`config.mk`:
```
export PLATFORM = sky130hd
export DESIGN_NAME = pool_window_buffer
export DESIGN_NICKNAME = d
export VERILOG_FILES = /design/src/rtl/pool_window_buffer_pkg.sv /design/src/rtl/pool_line_mem.sv /design/src/rtl/pool_window_buffer.sv
export SDC_FILE = /design/constraint.sdc
export NUM_CORES = 1
export LEC_CHECK = 0
export ABC_CLOCK_PERIOD_IN_PS = 3140
export CORE_ASPECT_RATIO = 0.75
export CORE_MARGIN = 2
export CORE_UTILIZATION = 51
export CTS_CLUSTER_DIAMETER = 100
export DETAILED_ROUTE_END_ITERATION = 8
export PLACE_DENSITY = 0.75
export SYNTH_ARGS = -nofsm -noshare
export SYNTH_HDL_FRONTEND = slang
export SYNTH_SLANG_ARGS = --single-unit
```
`constraint.sdc`:
```
create_clock -name clk -period 3.14 [get_ports clk]
set_input_delay 0.628 -clock clk [delete_from_list [all_inputs] [get_ports clk]]
set_output_delay 0.628 -clock clk [all_outputs]
set_load 0.02 [all_outputs]
```
`src/rtl/pool_window_buffer_pkg.sv`:
```
// Shared defaults and window packing helpers for the pooling datapath.
// Element (rr,cc) of an NxN window sits at bit offset elem_off(rr,cc,N,W).
package pool_window_buffer_pkg;

  localparam int DEF_WIDTH = 8;
  localparam int DEF_N     = 2;

  function automatic int win_w(input int n, input int width);
    return n * n * width;
  endfunction

  function automatic int elem_off(input int rr, input int cc,
                                  input int n, input int width);
    return (rr * n + cc) * width;
  endfunction

endpackage

```
`src/rtl/pool_line_mem.sv`:
```
// Line memory for the N-1 upper window rows.
// Single write port, every entry readable combinationally.
module pool_line_mem #(
  parameter int WIDTH = 8,
  parameter int DEPTH = 8,
  parameter int AW    = 3
) (
  input  logic                   clk,
  input  logic                   we,
  input  logic [AW-1:0]          waddr,
  input  logic [WIDTH-1:0]       wdata,
  output logic [DEPTH*WIDTH-1:0] rd_all
);

  logic [WIDTH-1:0] mem_q [DEPTH];

  always_ff @(posedge clk) begin
    if (we) mem_q[waddr] <= wdata;
  end

  always_comb begin
    rd_all = '0;
    for (int i = 0; i < DEPTH; i++)
      rd_all[i*WIDTH +: WIDTH] = mem_q[i];
  end

endmodule

```
`src/rtl/pool_window_buffer.sv`:
```
// Buffers N-1 rows of a row-major stream and emits each
// non-overlapping NxN window as one packed word.
module pool_window_buffer
  import pool_window_buffer_pkg::*;
#(
  parameter int WIDTH       = DEF_WIDTH,
  parameter int POOLING_NxN = DEF_N,
  parameter int IMG_W       = 8,
  parameter int IMG_H       = 8
) (
  input  logic                                     clk,
  input  logic                                     rst,
  input  logic [WIDTH-1:0]                         in_data,
  input  logic                                     in_valid,
  output logic                                     in_ready,
  output logic [POOLING_NxN*POOLING_NxN*WIDTH-1:0] out_window,
  output logic                                     out_valid,
  input  logic                                     out_ready,
  output logic                                     out_last
);

  localparam int N     = POOLING_NxN;
  localparam int WIN   = win_w(N, WIDTH);
  localparam int DEPTH = (N - 1) * IMG_W;
  localparam int AW    = (DEPTH > 1) ? $clog2(DEPTH) : 1;
  localparam int CW    = (IMG_W > 1) ? $clog2(IMG_W) : 1;
  localparam int RW    = (IMG_H > 1) ? $clog2(IMG_H) : 1;
  localparam int NW    = $clog2(N);

  if (N < 2 || N > 4 || (IMG_W % N) != 0 || (IMG_H % N) != 0)
  begin : g_bad_params
    $error("pool_window_buffer: illegal N/IMG_W/IMG_H");
  end

  logic [CW-1:0]    col_q, col_d;
  logic [RW-1:0]    row_q, row_d;
  logic [NW-1:0]    cm_q, cm_d;
  logic [NW-1:0]    rm_q, rm_d;
  logic [WIDTH-1:0] sr_q [N-1];
  logic [WIDTH-1:0] sr_d [N-1];
  logic [WIN-1:0]   win_q, win_d;
  logic             valid_q, valid_d;
  logic             last_q, last_d;

  logic                   in_xfer;
  logic                   col_end, row_end;
  logic                   last_row, last_col;
  logic                   complete;
  logic                   mem_we;
  logic [AW-1:0]          mem_waddr;
  logic [DEPTH*WIDTH-1:0] mem_rd;
  int                     cb;

  pool_line_mem #(
    .WIDTH (WIDTH),
    .DEPTH (DEPTH),
    .AW    (AW)
  ) u_line_mem (
    .clk    (clk),
    .we     (mem_we),
    .waddr  (mem_waddr),
    .wdata  (in_data),
    .rd_all (mem_rd)
  );

  always_comb begin
    in_ready  = !valid_q || out_ready;
    in_xfer   = in_valid && in_ready;
    col_end   = col_q == CW'(IMG_W - 1);
    row_end   = row_q == RW'(IMG_H - 1);
    last_row  = rm_q == NW'(N - 1);
    last_col  = cm_q == NW'(N - 1);
    complete  = in_xfer && last_row && last_col;
    mem_we    = in_xfer && !last_row;
    mem_waddr = AW'(int'(rm_q) * IMG_W + int'(col_q));
    cb        = last_col ? int'(col_q) - (N - 1) : 0;

    col_d   = col_q;
    row_d   = row_q;
    cm_d    = cm_q;
    rm_d    = rm_q;
    sr_d    = sr_q;
    win_d   = win_q;
    valid_d = valid_q;
    last_d  = last_q;

    if (in_xfer) begin
      col_d = col_end ? '0 : col_q + 1'b1;
      cm_d  = last_col ? '0 : cm_q + 1'b1;
      if (col_end) begin
        row_d = row_end ? '0 : row_q + 1'b1;
        rm_d  = last_row ? '0 : rm_q + 1'b1;
      end
    end

    // Oldest captured pixel drifts to index 0 as the row advances.
    if (in_xfer && last_row && !last_col) begin
      for (int i = 0; i < N - 2; i++)
        sr_d[i] = sr_q[i+1];
      sr_d[N-2] = in_data;
    end

    if (valid_q && out_ready) begin
      valid_d = 1'b0;
      last_d  = 1'b0;
    end

    if (complete) begin
      valid_d = 1'b1;
      last_d  = row_end && col_end;
      for (int rr = 0; rr < N - 1; rr++)
        for (int cc = 0; cc < N; cc++)
          win_d[elem_off(rr, cc, N, WIDTH) +: WIDTH] =
            mem_rd[(rr * IMG_W + cb + cc) * WIDTH +: WIDTH];
      for (int cc = 0; cc < N - 1; cc++)
        win_d[elem_off(N - 1, cc, N, WIDTH) +: WIDTH] = sr_q[cc];
      win_d[elem_off(N - 1, N - 1, N, WIDTH) +: WIDTH] = in_data;
    end
  end

  always_ff @(posedge clk) begin
    if (rst) begin
      col_q   <= '0;
      row_q   <= '0;
      cm_q    <= '0;
      rm_q    <= '0;
      win_q   <= '0;
      valid_q <= 1'b0;
      last_q  <= 1'b0;
    end else begin
      col_q   <= col_d;
      row_q   <= row_d;
      cm_q    <= cm_d;
      rm_q    <= rm_d;
      win_q   <= win_d;
      valid_q <= valid_d;
      last_q  <= last_d;
    end
  end

  always_ff @(posedge clk) begin
    sr_q <= sr_d;
  end

  assign out_window = win_q;
  assign out_valid  = valid_q;
  assign out_last   = last_q;

endmodule

```
**Run 1: placement density heat map**

Scale bar: 20 um. 12 x 9 tiles, from dark purple (low) to yellow (high), 0 to 100% covered.
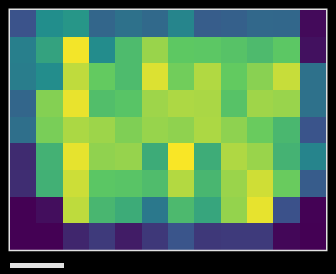
37% of the tiles are over 75% full. The mean over all tiles is 57%. The densest ninth of the die: middle. 5.6% of the tiles are nearly empty.
Core Area: 0.00920 mm^2
Core Util at FP: 0.535
final core utilization: 0.670

**Run 1: wire density map**

23 x 18 tiles, from dark purple (low) to yellow (high), scaled to the fullest tile. Values are wire area over tile area, all layers added.
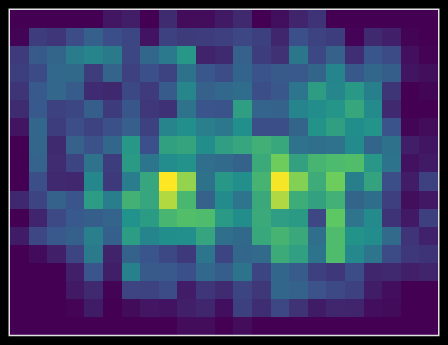
The fullest tile reaches 0.68. The densest ninth of the die: middle. The emptiest ninth of the die: bottom left. 16% of the tiles are nearly empty. The mean over all tiles is 0.18. 16% of the tiles are over half the peak.
via count: 3,239
GRT Overall Usage: 0.232
WL/cell: 21.1 um
final wirelength: 11,500 um

**Run 1: sequential cells coloured by netlist name**

Scale bar: 20 um. Other sequential cells in the stronger grey, the rest of the logic in the fainter grey.
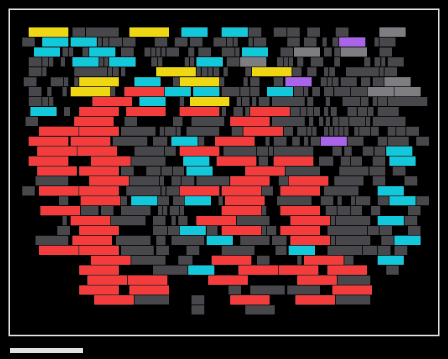
Key: u_line_mem.mem_q = red [flops 64]; out_window = cyan [flops 32, where spread over the die]; col_q = purple [flops 3]; sr_q = yellow [flops 8]
Another 7 sequential cells are not coloured.
Seq/total area: 0.487
register area: 0.00300 mm^2
sequential power: 1.63 mW

==> qor.csv, run 1 <==
stage,metric,value,unit
worst_setup_path,Top delay family on crit path,adder cells,
placement,Area after DPL,0.00555,mm^2
timing,total negative slack,0,ns
worst_setup_path,r2r setup slk,0.41,ns
timing,PnR worst setup slack,0.414,ns
timing,achievable frequency,367,MHz
power,P_sw,0.821,mW
route,Metal-1 WL,4910,um
placement,placed insts,515,
power,Int Power,3.09,mW
floorplanning,Die W,117,um
layout,Comb gates,204,
placement,port bufs,46,
worst_setup_path,CP cell instances,inv_1 -> ha_1 -> nor2b_1 -> ha_1 -> mux4_1 -> mux2_1 -> a22o_1,
worst_setup_path,crit-path max FO,16,
timing,fin crit share,0.868,
route,# DRC,0,
clocking,post-CTS sizing,0,
global_route,vias in the first global route,3151,
layout,non-clock buffer count in the final layout,66,
outcome,status,"complete, no violations",
synth,Mapped Area,0.00492,mm^2
floorplanning,Die Span Y,89.0,um
worst_setup_path,crit end category,flop,
floorplanning,Rows,30,
synth,top cells by area,"edfxtp_1 44%, dfxtp_1 17%, mux4_1 9.1%",
power,Top pwr grp,the clock network,
floorplanning,IO Count,47,
timing,Slew Limit Fails,0,
worst_hold_path,Worst Hold End,out_window[24],
placement,dpl ws,0.248,ns
route,met2 WL,5350,um
layout,clk tree area frac,0.100,
global_route,global route overflow,0,
route,max layer used,met4,
worst_setup_path,worst setup path endpoint,out_window[11],
timing,final hold slack,0.455,ns
clocking,H-tree levels,4,
global_route,first-pass GRT wire length,17600,um
synth,"Async S/R FF share, synth",0,
power,Comb. pwr,0.300,mW
clocking,Post-CTS Setup Inserts,0,
synth,Synth area leader,edfxtp_1,
global_route,largest net degree at the start of global routing,29,
route,Initial DRC Count,364,
worst_setup_path,r2r startpoint,col_q[1],
layout,P&R area growth vs syn,25.4,%
synth,"count leader, synth",edfxtp_1,
placement,Placer Congestion,0.876,
layout,clkbuf count,24,
layout,"Cell Count, Final, Fillers Out",547,
layout,count of non-CTS inverters in the layout,3,
worst_setup_path,"slowest stage cell, crit path",ha_1,
worst_setup_path,Critical R2R Capture,out_window[11],
worst_setup_path,critical path launch point type,flop,
floorplanning,tap cells,128,
job,Max-Cap Viols,0,
placement,post-DP HPWL,7700,um
clocking,cts bufs inserted,17,
timing,clock skew,0.00640,ns
worst_setup_path,Critical path origin,col_q[1],
power,Leakage,2.15,nW
power,total design power,3.91,mW
route,"antenna viol nets, final",0,
worst_setup_path,Worst path max stage delay,0.70,ns
power,Clock power frac,0.506,
layout,logic share of the area,0.285,
layout,Seq cells,114,
layout,fin nets,424,
clocking,hold buffer count at cts,0,
layout,most numerous logic cell after layout,edfxtp_1,
==> run 1: registers in the layout, summed over array words and instances, names as in the netlist <==
name / flops
u_line_mem.mem_q: 64
out_window: 32
sr_q: 8
col_q: 3
row_q: 3
cm_q: 1
last_row: 1
out_last: 1
out_valid: 1
==> run 1: metal layers <==
metal | vias to the layer above | GRT usage
met1 | 1598 | 0.311
li1 | 1460 | -
met4 | 0 | 0.0975
met2 | 159 | 0.357
met3 | 22 | 0.0753
met5 | - | 0
==> run 1: kinds of logic (layout without fill, tap and decap cells) <==
group,after synthesis,count (layout),share of synthesized area
fa+ha+maj,6,6,0.0153
mux,42,42,0.162
compound gates,56,56,0.0820
buf+inv,26,101,0.0316
xor+xnor,4,4,0.0102
simple gates,96,96,0.0886
flops,114,114,0.611
**Run 1: wiring by layer**

Only two layers are drawn.
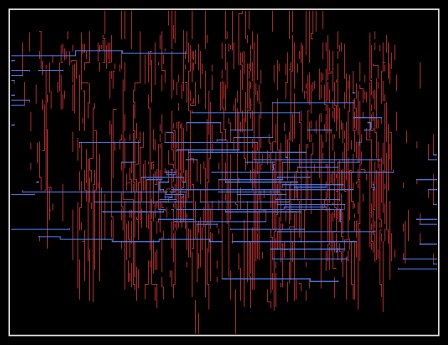

==> inputs of run 2 (changes only) <==
CORE_ASPECT_RATIO = 0.9   (was 0.75)
CORE_MARGIN = unset   (was 2)
**Run 2: wiring by layer**

Only two layers are drawn.
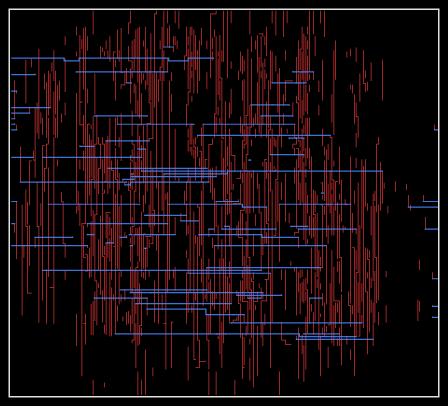
Key: M2 = red [wire length 5,680 um]; M3 = blue [wire length 1,060 um]
WL/cell: 20.9 um
via count: 3,232
GRT Overall Usage: 0.252
final wirelength: 11,500 um

==> run 2 against run 1 <==
Clock-buffer cell count shrank 4. Total power fell by 3.5%. Cell area rose by 0.67%. Non-clock buffer count grew 12. Via count down 0.22%. Global-route usage rose by 1.9 points. First-iteration DRC count decreased by 52%. Die size fell by 3.9%. Sequential share of layout area decreased by 0.32 points. Synthesized area unchanged. Routed wire length is essentially flat.
==> qor.csv, run 2 <==
stage,metric,value,unit,change
worst_setup_path,crit path kind,flop to flop,,
synth,commonest cells in the netlist,"72 x edfxtp_1, 48 x nand2_1, 42 x dfxtp_1",,
clocking,Post-CTS Setup Inserts,0,,unchanged
placement,post-DP HPWL,7590,um,-1.4%
synth,XORs/XNORs by Area,0.0102,,unchanged
worst_hold_path,Worst Hold End,out_window[30],,
route,met2 WL,5680,um,+6.2%
synth,Top non-seq family,multiplexers,,
worst_setup_path,Critical Path AT,3.10,ns,
clocking,Root Buffer,clkbuf_8,,
clocking,H-tree levels,4,,unchanged
floorplanning,Core Util at FP,0.532,,-0.00304
synth,Syn Nets,362,,
synth,"Async S/R FF share, synth",0,,unchanged
layout,Top Layout Cells,"72 x edfxtp_1, 48 x nand2_1, 46 x clkdlybuf4s50_1",,
power,Leakage,2.20,nW,+2.4%
synth,top cells by area,"edfxtp_1 44%, dfxtp_1 17%, mux4_1 9.1%",,
layout,final core utilization,0.671,,about the same
synth,"count leader, synth",edfxtp_1,,
floorplanning,IO Count,47,,unchanged
timing,worst-margin pin slew,0.683,ns,
global_route,first-pass GRT wire length,17800,um,+1.5%
timing,RSZ-0062 raised after global routing,no,,
power,total design power,3.77,mW,-3.5%
timing,fin crit share,0.858,,-0.0105
floorplanning,Die W,105,um,-10%
worst_setup_path,R2R depth,7,,
route,Initial DRC Count,174,,-52%
worst_hold_path,hold_sp,out_window[30],,
synth,AO/OA Area Share,0.0820,,unchanged
synth,Mapped Area,0.00492,mm^2,unchanged
worst_hold_path,min-delay worst type,flop to flop,,
synth,synthesis area per yosys,0.00492,mm^2,
layout,layout cells sized above 1,0.195,,
floorplanning,Core Area,0.00925,mm^2,+0.57%
global_route,global route overflow,0,,unchanged
route,max layer used,met4,,
clocking,post-CTS sizing,0,,unchanged
layout,fin nets,436,,+2.8%
layout,max reg flops,64,,unchanged
clocking,clk slew on worst S/H paths,0.06,ns,
worst_setup_path,Critical path origin,col_q[1],,
worst_setup_path,crit-path max FO,16,,unchanged
worst_setup_path,r2r setup slk,0.45,ns,+0.03 ns
clocking,hold buffer count at cts,0,,unchanged
global_route,met1 Usage GRT,0.311,,-0.000429
timing,PnR worst setup slack,0.447,ns,+0.0330 ns
worst_setup_path,Critical R2R Capture,out_window[12],,
clocking,cts bufs inserted,17,,unchanged
timing,Final Hold Vio Count,0,,
timing,final hold slack,0.456,ns,+0.000427 ns
timing,total negative slack,0,ns,unchanged
synth,mux share,0.162,,unchanged
global_route,largest net degree at the start of global routing,29,,unchanged
synth,YS warnings,0,,
floorplanning,Die Span Y,95.1,um,+6.9%
global_route,vias in the first global route,3250,,+3.1%
synth,Cells after Synth,344,,
synth,"Seq/Total Area, Yosys",0.611,,
placement,port bufs,46,,unchanged
route,"antenna viol nets, final",0,,unchanged
layout,Largest Register,u_line_mem.mem_q,,
layout,"Cell Count, Final, Fillers Out",553,,+1.1%
worst_setup_path,critical path launch point type,flop,,
layout,P&R area growth vs syn,26.3,%,
job,Max-Cap Viols,0,,unchanged
timing,achievable frequency,371,MHz,+1.2%
layout,most numerous logic cell after layout,edfxtp_1,,
power,PwrDens,608,mW/mm^2,
worst_setup_path,worst setup path endpoint,out_window[12],,
global_route,met3 GRT Util,0.0677,,-0.00759
route,Metal-1 WL,4530,um,-7.8%
clocking,clk sinks,114,,
outcome,status,"complete, no violations",,
timing,max_slew headroom,0.544,,
placement,Placer Congestion,0.895,,+2.1%
placement,dpl ws,0.339,ns,+0.0902 ns
route,drt pass-1 iters,5,,
clocking,CTS tree,done,,
synth,ys flop type,edfxtp_1,,
synth,Top-area cell share,0.440,,
synth,yosys simple share,0.0886,,unchanged
timing,final setup fails,0,,
worst_setup_path,CP required,3.55,ns,
timing,clock skew,0.0126,ns,+0.00624 ns
timing,Slew Limit Fails,0,,unchanged
worst_setup_path,crit end category,flop,,
placement,placed insts,521,,+1.2%
route,vias per std cell,5.84,,
floorplanning,Rows,33,,+10%
route,WL met3,1060,um,
global_route,global route hottest layer,met2,,
clocking,worst skew pair latency,0.53,ns,
worst_setup_path,r2r startpoint,col_q[1],,
route,# DRC,0,,unchanged
synth,Synth area leader,edfxtp_1,,
global_route,met2 Use GR,0.415,,+0.0578
layout,n_diodes,0,,
placement,Area after DPL,0.00563,mm^2,+1.5%
worst_hold_path,Hold Path Stages,2,,
layout,register area,0.00300,mm^2,unchanged
synth,"Adder Share, Synth",0.0153,,unchanged
floorplanning,die area,0.0100,mm^2,
[run 2: where the power goes]
group	switching (mW)	internal (mW)
clock	0.714	1.12
sequential	0.0110	1.61
combinational	0.170	0.144
total	0.896	2.88
[run 2: worst max-delay path, stage by stage (launching register included)]
cell and delay (ns):
dfxtp_1 0.50, inv_1 0.11, ha_1 0.31, nor2b_1 0.05, ha_1 0.72, mux4_2 0.40
mux2_2 0.28, a22o_1 0.20
[run 2: area by class of cell]
cell class,count,share of cell area
multi-input cells,204,0.283
clock inverters,12,0.0141
repair buffers,78,0.113
well taps,122,0.0246
inverters,3,0.00262
clock buffers,20,0.0788
flip-flops and latches,114,0.484
[run 2: kinds of logic after synthesis]
logic type | after synthesis
simple gates | 96
fa+ha+maj | 6
flops | 114
xor+xnor | 4
buf+inv | 26
mux | 42
compound gates | 56
**Run 2: clock wiring as the flow saved it**

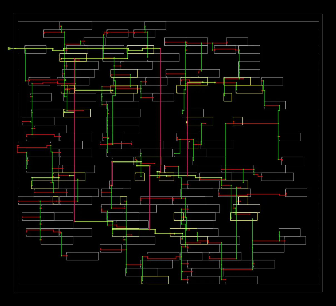

==> inputs of run 3 (changes only) <==
GPL_TIMING_DRIVEN = 0   (was unset)
**Run 3: clock wiring as the flow saved it**

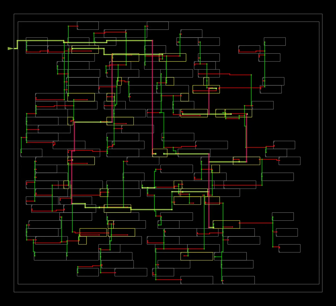
cts bufs inserted: 17
clk pwr: 1.75 mW
clk sinks: 114
clock skew: 0.00395 ns
Seq cells: 114

==> run 3 against run 2 <==
Non-clock buffer count decreased by 10. Register-to-register slack got worse by 0.31 ns. Routed wire length increased by 5.2%. Critical path type unchanged.
==> qor.csv, run 3 <==
stage,metric,value,unit,change
worst_setup_path,buffers and inverters on the worst path,4,,+3
floorplanning,Rows,33,,unchanged
synth,mux share,0.162,,unchanged
global_route,largest net degree at the start of global routing,17,,-41%
timing,final hold slack,0.453,ns,-0.00296 ns
layout,Comb gates,204,,unchanged
layout,final core utilization,0.663,,-0.00798
clocking,post-CTS sizing,6,,+6
clocking,H-tree levels,4,,unchanged
synth,"count leader, synth",edfxtp_1,,
placement,dpl ws,-0.835,ns,-1.17 ns
route,WL/cell,22.4,um,+7.2%
route,met2 WL,5800,um,+2.0%
worst_setup_path,crit end category,flop,,
clocking,Post-CTS Setup Inserts,1,,+1
timing,Final Hold Vio Count,0,,unchanged
floorplanning,tap cells,122,,unchanged
layout,non-clock buffer share of cell area,0.102,,-0.0113
layout,P&R area growth vs syn,24.8,%,
worst_setup_path,critical path launch point type,flop,,
global_route,GRT Overall Usage,0.261,,+0.00972
route,max layer used,met4,,
synth,Synth area leader,edfxtp_1,,
floorplanning,Core Util at FP,0.532,,unchanged
timing,Slew Limit Fails,0,,unchanged
worst_setup_path,Top delay family on crit path,buffers and inverters,,
synth,"Seq/Total Area, Yosys",0.611,,unchanged
placement,port bufs,46,,unchanged
timing,final setup fails,0,,unchanged
synth,Top non-seq family,multiplexers,,
layout,Seq/total area,0.490,,+0.00582
power,Switching Share,0.240,,+0.00258
synth,top cells by area,"edfxtp_1 44%, dfxtp_1 17%, mux4_1 9.1%",,
clocking,CTS tree,done,,
power,Comb. pwr,0.344,mW,+9.6%
worst_setup_path,CP required,3.56,ns,about the same
placement,Placer Congestion,0.803,,-10%
outcome,status,"complete, no violations",,
worst_setup_path,Critical Path AT,3.42,ns,+0.32 ns
synth,commonest cells in the netlist,"72 x edfxtp_1, 48 x nand2_1, 42 x dfxtp_1",,
layout,Area-dominant class,sequential cells,,
power,combinational share of power,0.093,,+0.010
layout,non-clock buffer count in the final layout,68,,-13%
power,Clock power frac,0.470,,-0.016
synth,YS warnings,0,,unchanged
clocking,clk slew on worst S/H paths,0.06,ns,about the same
timing,fin crit share,0.956,,+0.0985
layout,layout cells sized above 1,0.159,,-0.0358
global_route,met1 Usage GRT,0.351,,+0.0404
synth,Syn Nets,362,,unchanged
power,Int Power,2.82,mW,-1.8%
worst_setup_path,CP cell instances,buf_6 -> inv_1 -> ha_1 -> buf_2 -> nor2b_1 -> ha_4 -> clkbuf_8 -> mux4_1 -> mux2_1 -> a22o_1,,
power,total design power,3.71,mW,-1.5%
layout,fin nets,426,,-2.3%
layout,logic share of the area,0.293,,+0.00953
route,Initial DRC Count,308,,+77%
global_route,global route hottest layer,met2,,
clocking,worst skew pair latency,0.52,ns,about the same
job,Max-Cap Viols,0,,unchanged
floorplanning,Core Area,0.00925,mm^2,unchanged
layout,clkbuf count,18,,-10%
## run 3: cell counts after synthesis
No cell type changed its count.
## run 3: logic make-up (layout without fill, tap and decap cells)
logic type | after synthesis | after routing
XOR/XNOR | 4 | 4
buffers and inverters | 26 | 103
AND-OR/OR-AND | 56 | 56
flip-flops | 114 | 114
adder cells (fa/ha/maj) | 6 | 6
AND/OR/NAND/NOR | 96 | 96
multiplexers | 42 | 42
## run 3: worst paths after layout
kind | start | to | slack, ns | depth (start not counted)
max reg2reg | col_q[0] | out_window[11] | 0.14 | 10
min | out_window[22] | out_window[22] | 0.45 | 2
min reg2reg | out_window[22] | out_window[22] | 0.45 | 2
max | col_q[0] | out_window[11] | 0.14 | 10
Power and IR drop assume default switching activity.
